### src/rtl/mc_ctrl.sv
// Multi-cycle MIPS control FSM: sequences FETCH/DECODE/EXEC/MEM/WB and drives the shared datapath.
// Latency: 3 cycles (jal/jr/beq), 4 (R-type/ori/lui/sw), 5 (lw), plus extra MEM wait cycles.
// Backpressure: holds MEM until dmem_ready; MEM_TIMEOUT cycles without it sets sticky bus_err and halts.
//
// Ports:
//   clk, reset            rising-edge clock; synchronous active-high reset
//   opcode, func          IR[31:26] / IR[5:0], stable from DECODE until the instruction ends
//   zero                  ALU zero flag (used by beq in EXEC)
//   dmem_ready            data-memory completion, sampled only in MEM
//   PCWr, IRWr            PC / IR write enables
//   RegDst                00 rt, 01 rd, 10 $31
//   ALUSrc, ExtOp         B operand select (0 reg, 1 imm); imm extension (0 zero, 1 sign)
//   ALUCtrl               000 add, 001 sub, 010 or, 011 lui
//   MemRead, MemWrite     data-memory requests, held for every MEM cycle
//   RegWrite, DatatoReg   GPR write enable; write-data select 00 ALU, 01 DM, 10 PC+4
//   PC_sel                00 PC+4, 01 branch, 10 jump target, 11 rs
//   state                 current state (debug)
//   instr_done            one-cycle pulse on the last cycle of each instruction
//   bus_err               sticky MEM-timeout flag
//   illegal               (only with ILLEGAL_TRAP_EN) sticky undecoded-instruction flag
//
// Build option ILLEGAL_TRAP_EN: undecoded instructions trap to HALT and raise illegal.
// Without it, undecoded instructions retire as a NOP at the end of DECODE.

module mc_ctrl #(
    parameter int MEM_TIMEOUT = 15,
    parameter int CNT_W       = 4
) (
    input  logic       clk,
    input  logic       reset,
    input  logic [5:0] opcode,
    input  logic [5:0] func,
    input  logic       zero,
    input  logic       dmem_ready,
    output logic       PCWr,
    output logic       IRWr,
    output logic [1:0] RegDst,
    output logic       ALUSrc,
    output logic       ExtOp,
    output logic [2:0] ALUCtrl,
    output logic       MemRead,
    output logic       MemWrite,
    output logic       RegWrite,
    output logic [1:0] DatatoReg,
    output logic [1:0] PC_sel,
    output logic [2:0] state,
    output logic       instr_done,
    output logic       bus_err
`ifdef ILLEGAL_TRAP_EN
    ,
    output logic       illegal
`endif
);

    typedef enum logic [2:0] {
        S_FETCH  = 3'd0,
        S_DECODE = 3'd1,
        S_EXEC   = 3'd2,
        S_MEM    = 3'd3,
        S_WB     = 3'd4,
        S_HALT   = 3'd5
    } state_t;

    localparam logic [5:0] OP_RTYPE = 6'b000000;
    localparam logic [5:0] OP_ORI   = 6'b001101;
    localparam logic [5:0] OP_LUI   = 6'b001111;
    localparam logic [5:0] OP_LW    = 6'b100011;
    localparam logic [5:0] OP_SW    = 6'b101011;
    localparam logic [5:0] OP_BEQ   = 6'b000100;
    localparam logic [5:0] OP_JAL   = 6'b000011;
    localparam logic [5:0] FN_ADDU  = 6'b100001;
    localparam logic [5:0] FN_SUBU  = 6'b100011;
    localparam logic [5:0] FN_JR    = 6'b001000;

    // Last counter value at which MEM may still complete.
    localparam logic [CNT_W-1:0] MEM_LAST = CNT_W'(MEM_TIMEOUT - 1);

    state_t           stateQ;
    state_t           stateD;
    logic [CNT_W-1:0] memCnt;
    logic             memTimeout;

    // Instruction decode from the latched IR fields.
    logic isRtype, isAddu, isSubu, isJr, isOri, isLui, isLw, isSw, isBeq, isJal, isLegal;

    assign isRtype = (opcode == OP_RTYPE);
    assign isAddu  = isRtype && (func == FN_ADDU);
    assign isSubu  = isRtype && (func == FN_SUBU);
    assign isJr    = isRtype && (func == FN_JR);
    assign isOri   = (opcode == OP_ORI);
    assign isLui   = (opcode == OP_LUI);
    assign isLw    = (opcode == OP_LW);
    assign isSw    = (opcode == OP_SW);
    assign isBeq   = (opcode == OP_BEQ);
    assign isJal   = (opcode == OP_JAL);
    assign isLegal = isAddu | isSubu | isJr | isOri | isLui | isLw | isSw | isBeq | isJal;

    // Timeout fires on the last allowed MEM cycle only when memory has still not answered;
    // a handshake on that same cycle completes normally.
    assign memTimeout = (stateQ == S_MEM) && !dmem_ready && (memCnt == MEM_LAST);

    assign state = stateQ;

    always_ff @(posedge clk) begin
        if (reset) begin
            stateQ  <= S_FETCH;
            memCnt  <= '0;
            bus_err <= 1'b0;
`ifdef ILLEGAL_TRAP_EN
            illegal <= 1'b0;
`endif
        end else begin
            stateQ <= stateD;
            // Counter only runs while staying in MEM, so every MEM entry starts from zero.
            if ((stateQ == S_MEM) && (stateD == S_MEM)) begin
                memCnt <= memCnt + CNT_W'(1);
            end else begin
                memCnt <= '0;
            end
            if (memTimeout) begin
                bus_err <= 1'b1;
            end
`ifdef ILLEGAL_TRAP_EN
            if ((stateQ == S_DECODE) && !isLegal) begin
                illegal <= 1'b1;
            end
`endif
        end
    end

    always_comb begin
        stateD     = stateQ;
        PCWr       = 1'b0;
        IRWr       = 1'b0;
        RegDst     = 2'b00;
        ALUSrc     = 1'b0;
        ExtOp      = 1'b0;
        ALUCtrl    = 3'b000;
        MemRead    = 1'b0;
        MemWrite   = 1'b0;
        RegWrite   = 1'b0;
        DatatoReg  = 2'b00;
        PC_sel     = 2'b00;
        instr_done = 1'b0;

        case (stateQ)
            S_FETCH: begin
                IRWr   = 1'b1;
                PCWr   = 1'b1;
                stateD = S_DECODE;
            end

            S_DECODE: begin
                if (!isLegal) begin
`ifdef ILLEGAL_TRAP_EN
                    stateD = S_HALT;
`else
                    instr_done = 1'b1;
                    stateD     = S_FETCH;
`endif
                end else if (isJal) begin
                    stateD = S_WB;
                end else begin
                    stateD = S_EXEC;
                end
            end

            S_EXEC: begin
                stateD = S_WB;
                if (isAddu) begin
                    ALUCtrl = 3'b000;
                end else if (isSubu) begin
                    ALUCtrl = 3'b001;
                end else if (isOri) begin
                    ALUSrc  = 1'b1;
                    ALUCtrl = 3'b010;
                end else if (isLui) begin
                    ALUSrc  = 1'b1;
                    ALUCtrl = 3'b011;
                end else if (isLw || isSw) begin
                    ALUSrc = 1'b1;
                    ExtOp  = 1'b1;
                    stateD = S_MEM;
                end else if (isBeq) begin
                    ALUCtrl    = 3'b001;
                    PCWr       = zero;
                    PC_sel     = 2'b01;
                    instr_done = 1'b1;
                    stateD     = S_FETCH;
                end else if (isJr) begin
                    PCWr       = 1'b1;
                    PC_sel     = 2'b11;
                    instr_done = 1'b1;
                    stateD     = S_FETCH;
                end else begin
                    stateD = S_FETCH;
                end
            end

            S_MEM: begin
                MemRead  = isLw;
                MemWrite = isSw;
                if (dmem_ready) begin
                    if (isLw) begin
                        stateD = S_WB;
                    end else begin
                        instr_done = 1'b1;
                        stateD     = S_FETCH;
                    end
                end else if (memTimeout) begin
                    stateD = S_HALT;
                end
            end

            S_WB: begin
                RegWrite   = 1'b1;
                instr_done = 1'b1;
                stateD     = S_FETCH;
                if (isJal) begin
                    RegDst    = 2'b10;
                    DatatoReg = 2'b10;
                    PCWr      = 1'b1;
                    PC_sel    = 2'b10;
                end else if (isLw) begin
                    DatatoReg = 2'b01;
                end else if (isRtype) begin
                    RegDst = 2'b01;
                end
            end

            S_HALT: begin
                stateD = S_HALT;
            end

            default: begin
                stateD = S_FETCH;
            end
        endcase

        // Reset suppresses every side-effecting strobe for the cycle it is high.
        if (reset) begin
            PCWr       = 1'b0;
            IRWr       = 1'b0;
            MemRead    = 1'b0;
            MemWrite   = 1'b0;
            RegWrite   = 1'b0;
            instr_done = 1'b0;
        end
    end

endmodule

### config.mk
export PLATFORM = sky130hd
export DESIGN_NAME = mc_ctrl
export DESIGN_NICKNAME = d
export VERILOG_FILES = /design/src/rtl/mc_ctrl.sv
export SDC_FILE = /design/constraint.sdc
export NUM_CORES = 1
export LEC_CHECK = 0
export CORE_MARGIN = 1.5
export CORE_UTILIZATION = 40
export DETAILED_ROUTE_END_ITERATION = 10
export GPL_TIMING_DRIVEN = 0
export MAX_ROUTING_LAYER = met4
export PLACE_DENSITY = 0.8
export SYNTH_ARGS = -nofsm -noshare
export SYNTH_HDL_FRONTEND = slang
export SYNTH_SLANG_ARGS = --single-unit
### constraint.sdc
create_clock -name clk -period 2.05 [get_ports clk]
set_input_delay 0.5125 -clock clk [delete_from_list [all_inputs] [get_ports clk]]
set_output_delay 0.5125 -clock clk [all_outputs]
set_load 0.01 [all_outputs]
==> run_1/pdn.png <==
Scale bar: 10 µm. Pins as bars on the die edge. Tap cells in grey.
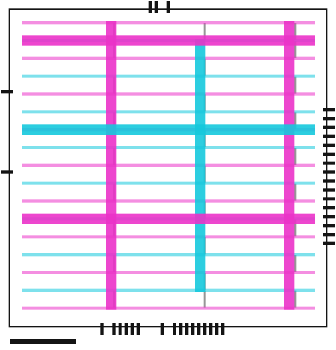
Key: magenta = VSS; cyan = VDD
3 straps on met4. The core has 16 rows.

==> run_1/cell_classes.png <==
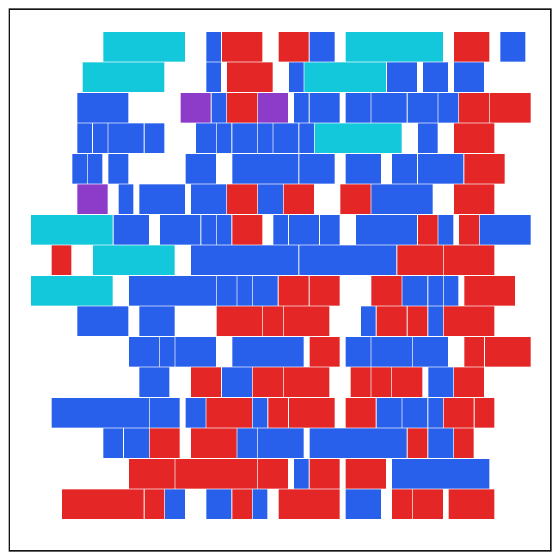
Key: purple = cells driving clock nets [cells 3]; cyan = flip-flops [cells 8]; blue = all other logic [cells 93]; red = other buffers and delay cells [cells 61]

==> flow_metrics.tcl, run 1 <==
# collected from the flow reports
set metrics [dict create \
    mapped_area_um2 816 \
    fp_util_pct 42.0 \
    synthSimpleGateAreaFrac_pct 52.6 \
    maximum_number_of_pins_on_one_net_before_global_route_repair 12 \
    layout_top_cell "buf_4" \
    worstSetupEndpointType "output pin" \
    setup-tns-final_ns -2.13 \
    netlist-cell-type-count 44 \
    met2_usage_pct 53.9 \
    max_freq_mhz 403 \
    floorplan.die.height_um 48.2 \
    post-route-drc-count 0 \
    critPathCapture "instr_done" \
    powerComb_mw 0.141 \
    detail_route.wirelength_um 3180 \
    grt_util_met1_pct 30.9 \
    cellPowerDensity_nw_per_um2 288 \
    critPathLaunch "func[5]" \
    crit_fanout 2 \
    p_total_mw 0.424 \
    post_synth_ao_oa_area_fraction_pct 18.4 \
    global_routing_s_busiest_layer "met2" \
    final_cells 192 \
    worst-r2r-setup-slack_ns 0.47 \
    antenna_left 0 \
    logic_depth_of_the_worst_setup_path_including_buffers 8 \
    largest_stage_delay_on_the_critical_path_ns 0.30 \
    worst-path-buf-inv 3 \
    failing_checks "setup timing" \
    hold_violations 0 \
    ctsHoldBuffers 0 \
    run_status "finished with violations" \
    finalSetupViolCount 10 \
    diodes 0 \
    setup_ws_ns -0.433 \
    clkPwrFrac_pct 28.4 \
    maxUsedRoutingLayer "met4" \
    cpLargestDelayFamily "simple AND/OR/NAND/NOR gates" \
    clkTransAtPathRegs_ns 0.05 \
    clockBufferDepth 2 \
    synth_sequential_area_ratio_pct 19.6 \
]
==> run_1/clock_map.png <==
Scale bar: 10 µm.
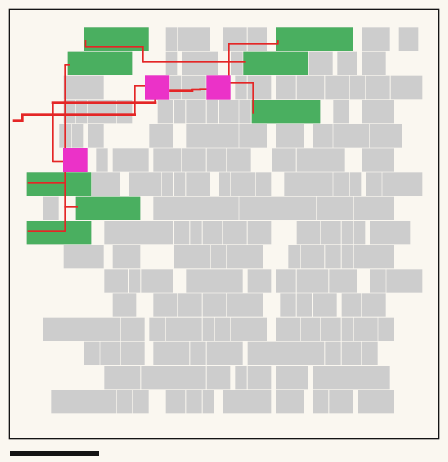
Key: red = clock wires [length 115 µm]; magenta = cells driving clock nets [count 3]; green = flip-flops [count 8]
There are 4 routed clock nets.

-- run 1: flip-flops by register name, summed over array words and instances (netlist names) --
signal,count
memCnt,4
bus_err,1
state,3
-- run 1: final cells by class --
class                           instances  area [µm²]  area share, %
Tap cell                               27        33.8           2.30
Inverter                                2        7.51          0.510
Clock buffer                            3        22.5           1.53
Buffer                                  3        22.5           1.53
Sequential cell                         8         165           11.2
Timing Repair Buffer                   58         503           34.2
Multi-Input combinational cell         91         717           48.7
-- run 1: Yosys cell counts, drive strengths merged, types with 2 or more instances --
cell,n
nand4,2
ha,2
nand2,8
o21ai,3
nor2,22
or2,2
nand3b,2
nand2b,5
nor3,6
nand3,5
a21oi,2
nor4b,4
a21o,2
inv,2
clkbuf,2
nor4,2
a221oi,3
buf,2
dfxtp,8
nor3b,2
and3,3
==> run_1/final_clocks.png <==
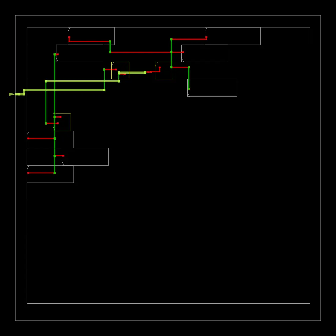

==> inputs of run 2 (changes only) <==
Settings changed: CORE_MARGIN 1.5 to 2.
==> run_2/final_clocks.png <==
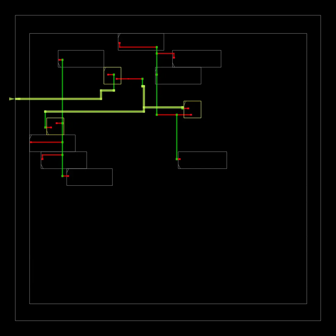
Worst-Skew Late Latency: 0.26 ns
Clk power: 0.123 mW
TritonCTS Buffers: 3
Flops: 8
clock skew: 0.00535 ns

==> run_2/clock_map.png <==
Scale bar: 10 µm.
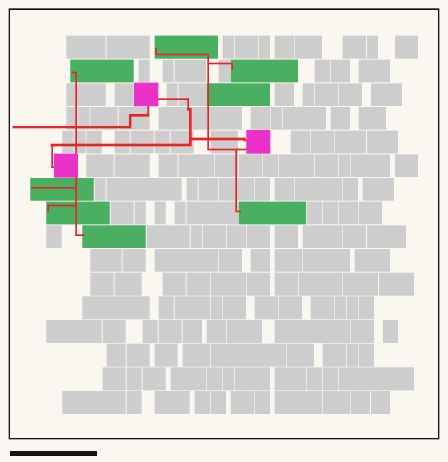
Clk pwr share: 27.9%

==> run_2/cell_classes.png <==
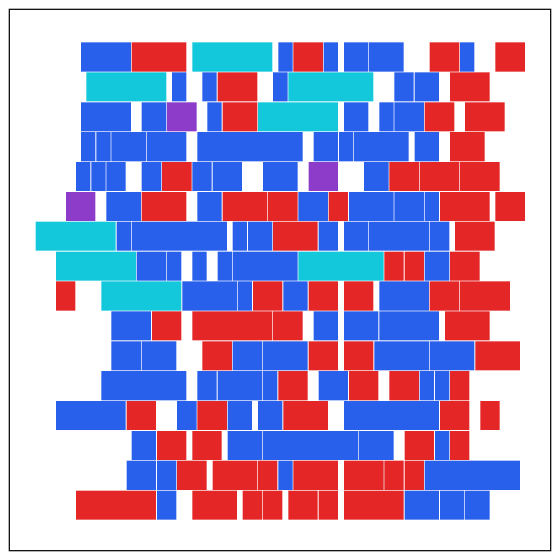
Key: cyan = flip-flops [cells 8]; blue = all other logic [cells 93]; red = other buffers and delay cells [cells 66]; purple = cells driving clock nets [cells 3]

==> run 2 against run 1 <==
- the flow still finishes with violations (setup timing)
- sequential cell count unchanged
- critical endpoint unchanged
- area after synthesis unchanged
- global-route usage down 3.6 points
- critical path type unchanged
- die size up 4.2%
- design area up 4.5%
- setup slack worse by 0.029 ns
- via count down 1.1%
==> flow_metrics.tcl, run 2 <==
# collected from the flow reports
set metrics [dict create \
    clockBufferDepth 2 \
    cpLargestDelayFamily "simple AND/OR/NAND/NOR gates" \
    cellPowerDensity_nw_per_um2 288 \
    maximum_number_of_pins_on_one_net_before_global_route_repair 11 \
    worst-path-buf-inv 3 \
    diodes 0 \
    final_cells 197 \
    largest_stage_delay_on_the_critical_path_ns 0.33 \
    p_total_mw 0.443 \
    floorplan.die.height_um 49.2 \
    post_synth_ao_oa_area_fraction_pct 18.4 \
    logic_depth_of_the_worst_setup_path_including_buffers 8 \
    run_status "finished with violations" \
    post-synth-top-count-cell "nor2_1" \
    mapped_area_um2 816 \
    clkTransAtPathRegs_ns 0.05 \
    critPathLaunch "func[5]" \
    synth.cells.most_frequent "nor2_1 (22), dfxtp_1 (8), nand2_1 (8)" \
    synth_sequential_area_ratio_pct 19.6 \
    worstSetupEndpointType "output pin" \
    finalSetupViolCount 11 \
    crit_fanout 2 \
    ctsHoldBuffers 0 \
    failing_checks "setup timing" \
    fp_util_pct 42.0 \
    setup_ws_ns -0.462 \
    antenna_left 0 \
    setup-tns-final_ns -1.88 \
    hold_violations 0 \
    post-route-drc-count 0 \
]
-- run 2: cell counts after synthesis --
Identical to the previous run, type by type.
-- run 2: area by class of cell --
type / count / area, µm²
Clock buffer: 3 / 22.5
Inverter: 2 / 7.51
Multi-Input combinational cell: 91 / 746
Buffer: 4 / 36.3
Timing Repair Buffer: 62 / 529
Sequential cell: 8 / 163
Tap cell: 27 / 33.8
Fill cell: 114 / 404
-- run 2: layer usage --
layer	track usage, %	up-vias	share of wire [%]
met1	25.9	529	38
li1	-	515	-
met3	6.44	8	6.7
met4	4.76	0	2.2
met2	49.5	52	53
met5	-	-	0
-- run 2: timing repair --
item / CTS / global route
endpoints found under the setup margin: 21 / 15
resized: 126 / 34
buffers inserted: 19 / 9
gates cloned: 0 / 0
pin swaps: 20 / 14
==> run_2/metal_stack.png <==
Scale bar: 10 µm. Only two layers are drawn.
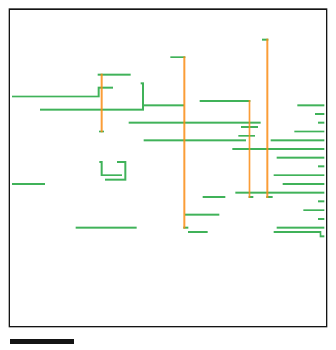

==> inputs of run 3 (changes only) <==
Settings changed: CORE_UTILIZATION 40 to 41, HOLD_SLACK_MARGIN from default to 0.15, PLACE_DENSITY 0.8 to 0.81.
==> run_3/metal_stack.png <==
Scale bar: 10 µm. Only two layers are drawn.
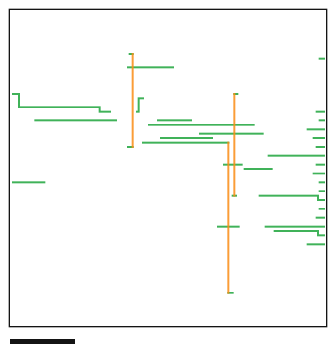
Key: green = met3 [wire length 161 µm]; orange = met4 [wire length 53.0 µm]

==> run_3/cell_classes.png <==
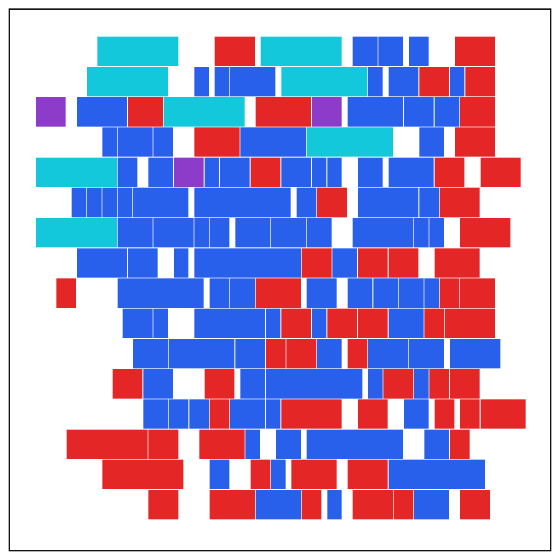
Key: purple = cells driving clock nets [cells 3]; red = other buffers and delay cells [cells 56]; blue = all other logic [cells 93]; cyan = flip-flops [cells 8]

==> run 3 against run 2 <==
- the run still ends with setup timing left
- wire length shrank 10%
- final cell count shrank 5.1%
- power shrank 4.0%
- critical endpoint unchanged
- non-clock buffer count shrank 10
- largest cell class unchanged
==> flow_metrics.tcl, run 3 <==
# collected from the flow reports
set metrics [dict create \
    synth_sequential_area_ratio_pct 19.6 \
    data_path_buffer_share_of_cell_area_in_the_final_layout_pct 33.4 \
    ctsHoldBuffers 0 \
    combAreaFraction_pct 51.0 \
    n_all_inverters 2 \
    antenna_left 0 \
    layout_top_cell "buf_4" \
    diodes 0 \
    netlist-cell-type-count 44 \
    powerComb_mw 0.144 \
    final-clk-cell-share_pct 1.55 \
    worstSetupEndpointType "output pin" \
    synth.cells.most_frequent "nor2_1 (22), dfxtp_1 (8), nand2_1 (8)" \
    post-synth-top-count-cell "nor2_1" \
    finalSetupViolCount 11 \
    non_clock_buffer_count 56 \
    run_status "finished with violations" \
    maximum_number_of_pins_on_one_net_before_global_route_repair 11 \
    hold_violations 0 \
    setup-tns-final_ns -1.79 \
    flop_area_um2 163 \
    setup_ws_ns -0.445 \
    logic_area_um2 741 \
    met2RoutedLength_um 1550 \
    dr_wl_met3_um 161 \
    failing_checks "setup timing" \
    groute.layer.met3.usage_pct 7.72 \
    clockBufferDepth 2 \
    fp_util_pct 42.4 \
    p_total_mw 0.425 \
    detail_route.wirelength_um 3000 \
    fillers 140 \
    grt_util_met1_pct 26.0 \
    mapped_area_um2 816 \
    synthSimpleGateAreaFrac_pct 52.6 \
]
==> run_3/pdn.png <==
Scale bar: 10 µm. Pins as bars on the die edge. Tap cells in grey.
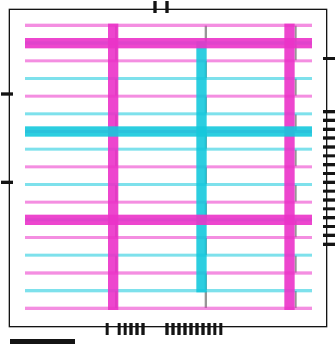
width of the die: 48.6 µm
Worst IR Drop VDD: 370 µV
Core Footprint: 1920 µm²
die height: 48.6 µm

[run 3: cell counts after synthesis]
No cell type changed its count.
[run 3: worst max-delay path: cells and delay by family]
family	cells	cell delay, ns
and+or+nand+nor	2	0.60
buffers and inverters	3	0.44
AOI/OAI and AO/OA	3	0.43
[run 3: repair_timing]
action / CTS / global route
setup buffers: 12 / 7
endpoints found under the setup margin: 21 / 15
gates resized: 127 / 28
pin swaps: 18 / 11
[run 3: final timing paths]
check / start / to / slack (ns)
setup / recovery: func[5] / instr_done / -0.45
hold / removal: memCnt[0] / memCnt[0] / 0.46
setup reg to reg: memCnt[0] / memCnt[3] / 0.53
hold reg to reg: memCnt[0] / memCnt[0] / 0.46
Power is estimated from default activity; no workload was simulated.
